Figure 1. Congestion heat map.
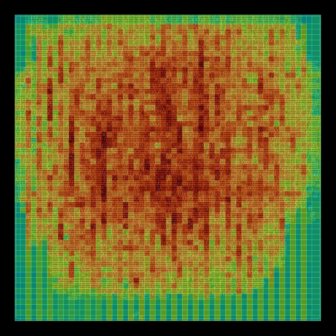
Figure 2. Port wiring.
(1 px per micron)
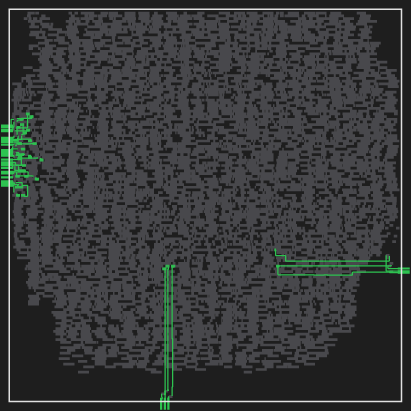
### src/rtl/dmem_wait_responder.sv
// rtl/dmem_wait_responder.sv - MEM-stage data-memory responder with wait states
//
// Word-addressed RAM behind a valid/ready request channel. Each accepted
// request is held for WAIT_CYCLES wait states, then committed on the edge that
// enters RESP, where a one-cycle resp_valid pulse is raised. Misaligned or
// out-of-range accesses are flagged with resp_err and never touch the RAM.
//
// Ports:
//   clk         rising-edge clock
//   reset       asynchronous active-high reset
//   req_valid   core presents a request
//   req_write   1 = store, 0 = load
//   req_addr    byte address
//   req_wdata   store data
//   req_ready   request is accepted on this cycle's edge when req_valid=1
//   resp_valid  one-cycle completion pulse
//   resp_rdata  load data (0 for stores and errors), held until next commit
//   resp_err    misaligned / out-of-range flag, held until next commit
//   stall_m     hold the core pipeline while a request is outstanding

module dmem_wait_responder #(
    parameter int          DEPTH       = 64,
    parameter int          WAIT_CYCLES = 2,
    parameter logic [31:0] BASE_ADDR   = 32'h0000_0000
) (
    input  logic        clk,
    input  logic        reset,
    input  logic        req_valid,
    input  logic        req_write,
    input  logic [31:0] req_addr,
    input  logic [31:0] req_wdata,
    output logic        req_ready,
    output logic        resp_valid,
    output logic [31:0] resp_rdata,
    output logic        resp_err,
    output logic        stall_m
);

    localparam int          IDX_W    = $clog2(DEPTH);
    localparam logic [3:0]  CNT_INIT = (WAIT_CYCLES > 0) ? 4'(WAIT_CYCLES - 1) : 4'd0;
    localparam logic [31:0] DEPTH_W  = 32'(DEPTH);

    typedef enum logic [1:0] {
        ST_IDLE,
        ST_WAIT,
        ST_RESP
    } state_t;

    state_t      state_q;
    logic [3:0]  cnt_q;
    logic        wr_q;
    logic [31:0] addr_q;
    logic [31:0] wdata_q;
    logic        ready_q;
    logic        valid_q;
    logic        err_q;
    logic [31:0] rdata_q;

    logic [31:0] mem [DEPTH];

    // Commit-side view of the access. With zero wait states the commit happens
    // on the accept edge itself, so the live request inputs are used instead of
    // the latched copy.
    logic             accept;
    logic             commit_d;
    logic             commit_write_d;
    logic [31:0]      commit_addr_d;
    logic [31:0]      commit_wdata_d;
    logic [31:0]      commit_off_d;
    logic             commit_err_d;
    logic [IDX_W-1:0] commit_idx_d;
    logic             mem_we;

    always_comb begin
        accept         = req_valid && ready_q && (state_q == ST_IDLE);
        commit_d       = 1'b0;
        commit_write_d = wr_q;
        commit_addr_d  = addr_q;
        commit_wdata_d = wdata_q;
        if ((state_q == ST_IDLE) && (WAIT_CYCLES == 0) && accept) begin
            commit_d       = 1'b1;
            commit_write_d = req_write;
            commit_addr_d  = req_addr;
            commit_wdata_d = req_wdata;
        end else if ((state_q == ST_WAIT) && (cnt_q == 4'd0)) begin
            commit_d = 1'b1;
        end
        commit_off_d = commit_addr_d - BASE_ADDR;
        commit_err_d = (commit_addr_d[1:0] != 2'b00)
                    || (commit_addr_d < BASE_ADDR)
                    || ((commit_off_d >> 2) >= DEPTH_W);
        commit_idx_d = commit_off_d[IDX_W+1:2];
    end

    // A reset coinciding with the commit edge must suppress the write, since
    // the RAM itself has no reset.
    assign mem_we = commit_d && commit_write_d && !commit_err_d && !reset;

    always_ff @(posedge clk) begin
        if (mem_we) begin
            mem[commit_idx_d] <= commit_wdata_d;
        end
    end

    always_ff @(posedge clk or posedge reset) begin
        if (reset) begin
            state_q <= ST_IDLE;
            cnt_q   <= 4'd0;
            wr_q    <= 1'b0;
            addr_q  <= 32'd0;
            wdata_q <= 32'd0;
            ready_q <= 1'b1;
            valid_q <= 1'b0;
            rdata_q <= 32'd0;
            err_q   <= 1'b0;
        end else begin
            valid_q <= 1'b0;
            case (state_q)
                ST_IDLE: begin
                    if (accept) begin
                        wr_q    <= req_write;
                        addr_q  <= req_addr;
                        wdata_q <= req_wdata;
                        ready_q <= 1'b0;
                        if (WAIT_CYCLES == 0) begin
                            state_q <= ST_RESP;
                        end else begin
                            state_q <= ST_WAIT;
                            cnt_q   <= CNT_INIT;
                        end
                    end
                end
                ST_WAIT: begin
                    // Counter stops at zero; it is only reloaded on accept.
                    if (cnt_q == 4'd0) begin
                        state_q <= ST_RESP;
                    end else begin
                        cnt_q <= cnt_q - 4'd1;
                    end
                end
                ST_RESP: begin
                    state_q <= ST_IDLE;
                    ready_q <= 1'b1;
                end
                default: begin
                    state_q <= ST_IDLE;
                    ready_q <= 1'b1;
                end
            endcase
            if (commit_d) begin
                valid_q <= 1'b1;
                err_q   <= commit_err_d;
                rdata_q <= (commit_err_d || commit_write_d) ? 32'd0 : mem[commit_idx_d];
            end
        end
    end

    assign req_ready  = ready_q;
    assign resp_valid = valid_q;
    assign resp_rdata = rdata_q;
    assign resp_err   = err_q;
    // The core advances in the RESP cycle, when the response is visible.
    assign stall_m    = req_valid && !valid_q;

endmodule
### config.mk
export PLATFORM = sky130hd
export DESIGN_NAME = dmem_wait_responder
export DESIGN_NICKNAME = d
export VERILOG_FILES = /design/src/rtl/dmem_wait_responder.sv
export SDC_FILE = /design/constraint.sdc
export NUM_CORES = 2
export LEC_CHECK = 0
export CAP_MARGIN = 20
export CORE_UTILIZATION = 55
export DETAILED_ROUTE_END_ITERATION = 10
export PLACE_DENSITY_LB_ADDON = 0.25
export SLEW_MARGIN = 20
export SYNTH_ARGS = -nofsm -noshare
export SYNTH_HDL_FRONTEND = slang
export SYNTH_SLANG_ARGS = --single-unit
export TNS_END_PERCENT = 10
### constraint.sdc
create_clock -name clk -period 6.5 [get_ports clk]
set_input_delay 0.65 -clock clk [delete_from_list [all_inputs] [get_ports clk]]
set_output_delay 0.65 -clock clk [all_outputs]
set_load 0.01 [all_outputs]
==> notes.md <==
yosys + openroad results -> status finished clean, Layout area overhead 12.87%, Slew Limit Headroom 21.04%, routing usage on met2 49.24%, clkbuf count 293, io pins 104, count of multi-input gates 1935, Max power group sequential cells, Commonest Layout Cell edfxtp_1, Adder Area Share 0.03010%, sw power 16030 uW, Top Layout Cells edfxtp_1, o22ai_1, mux2_2, Comb area 0.01755 sq mm, Post-synth EDFFs 2048, HP Class input port to asynchronous set/reset pin, Cell Pwr Density 466.7 mW/mm^2, CTS H-tree depth 4, Post-Syn Area per Cell 18.93 sq um, design area 0.09383 sq mm, Layout Cells excl Fill 6803, Final Hold Vio Count 0, Worst Setup SP addr_q[3]$_DFFE_PP0P_, XORs/XNORs by Area 0.02107%, NumNets Final 4673, WL final 259200 microns, Slew Viols, Final 0, root buf cell clkbuf_16, Top reg by flops mem, inverters 12, routed via count 47490, Seq share, synth 77.17%, post-layout util 62.57%, Syn Inst Count 4392, ANT cells 9, gpl congestion 1.005, TNS Setup 0 ns, drt pass-1 iters 6, dpl cells 6407, vias in the first global route 44950, RSZ-0062 raised after global routing no, PortBufs 103, die x size 390.8 microns, clk_skew 0.05580 ns, CP Capture Type flip-flop, clock power share 26.5%, gr ovfl total 0, Hold Buf Count CTS 0, Yosys cell types 85, Max Freq 222.1 MHz, CP Max Fanout 82, most frequent cells after synthesis edfxtp_1, o22ai_1, mux2_2, mux2i_1, mux4_2, global router's overall resource usage 34.11%, Worst Path Buf+Inv 2, synth warn 0, TritonCTS Buffers 204, First DRT Iteration DRCs 8567, fraction of registers with async set/reset 4.921%, # setup viols final 0, Yosys Chip Area 0.08313 sq mm, GR Layer Usage met3 10.83%, worst r2r dst resp_rdata[8]$_DFFE_PP0P_, TritonCTS clock tree built, final period utilization 69.28%, r2r worst-path depth 8, crit path kind flip-flop to flip-flop, Flop Count 2154, Signal buffers 296, initial antenna violation count 21, vias per inst 6.981, Leakage 0.02961 uW, maximum VDD drop 0.0005341 V, WL met2 113700 microns, startpoint types flip-flop, sw frac 36.61%, Crit path max-delay family AND-OR/OR-AND gates, clk pwr 11600 uW, Max clock buf depth 3, Max Used Layer met5, post-synthesis compound-gate area fraction 7.565%, met3 wire length 38330 microns, flop share of the area 68.46%, FP Rows 142, Initial Util 55.44%, Routed Antenna Nets 0, Chip Area 0.1527 sq mm, yosys simple share 2.249%, M1 WL 90610 microns, Data buffer area share 3.188%, Comb area share 18.70%, Post-synth regs 2154, layout cells sized above 1 21.47%, area share, top type 73.98%, FF-to-FF Start addr_q[3]$_DFFE_PP0P_, max-cap viol count 0, cell taking the most area after synthesis edfxtp_1, crit path DRT 7.29 ns, CP peak stage delay 1.05 ns, Dominant comb cell multiplexers, Tot Pwr 43790 uW, max FFs per register 2048, clock-pin slew on the worst setup and hold paths 0.07 ns, power share of the sequential group 43.2%, clk cell area share 6.880%, internal power 27760 uW, # Cells Yosys 4392, crit-path cells buf_12, or2_2, buf_4, o22ai_1, a222oi_1, a21oi_1, a2111oi_1, a31o_2, R2R setup slack 2.00 ns, Num Clock Sinks 2154, synthesized area 0.08313 sq mm, FILL cells 10430, Chip Height 390.8 microns, Commonest flop edfxtp_1, Worst setup endpoint resp_rdata[8]$_DFFE_PP0P_, combinational share of power 30.3%
Back to the opening pictures, Figure 1:
GRT busiest layer: met2
wire per inst: 38.11 microns
M1 GR Usage: 46.26%

Back to the opening pictures, Figure 2:
| port | colour | bits | direction | end cells | buffers | wire |
|---|---|---|---|---|---|---|
| `req_addr` | green | 32 | input | 32 | 32 | 1320 microns |

Power figures rest on the tool's default switching activity, not on a simulated workload.
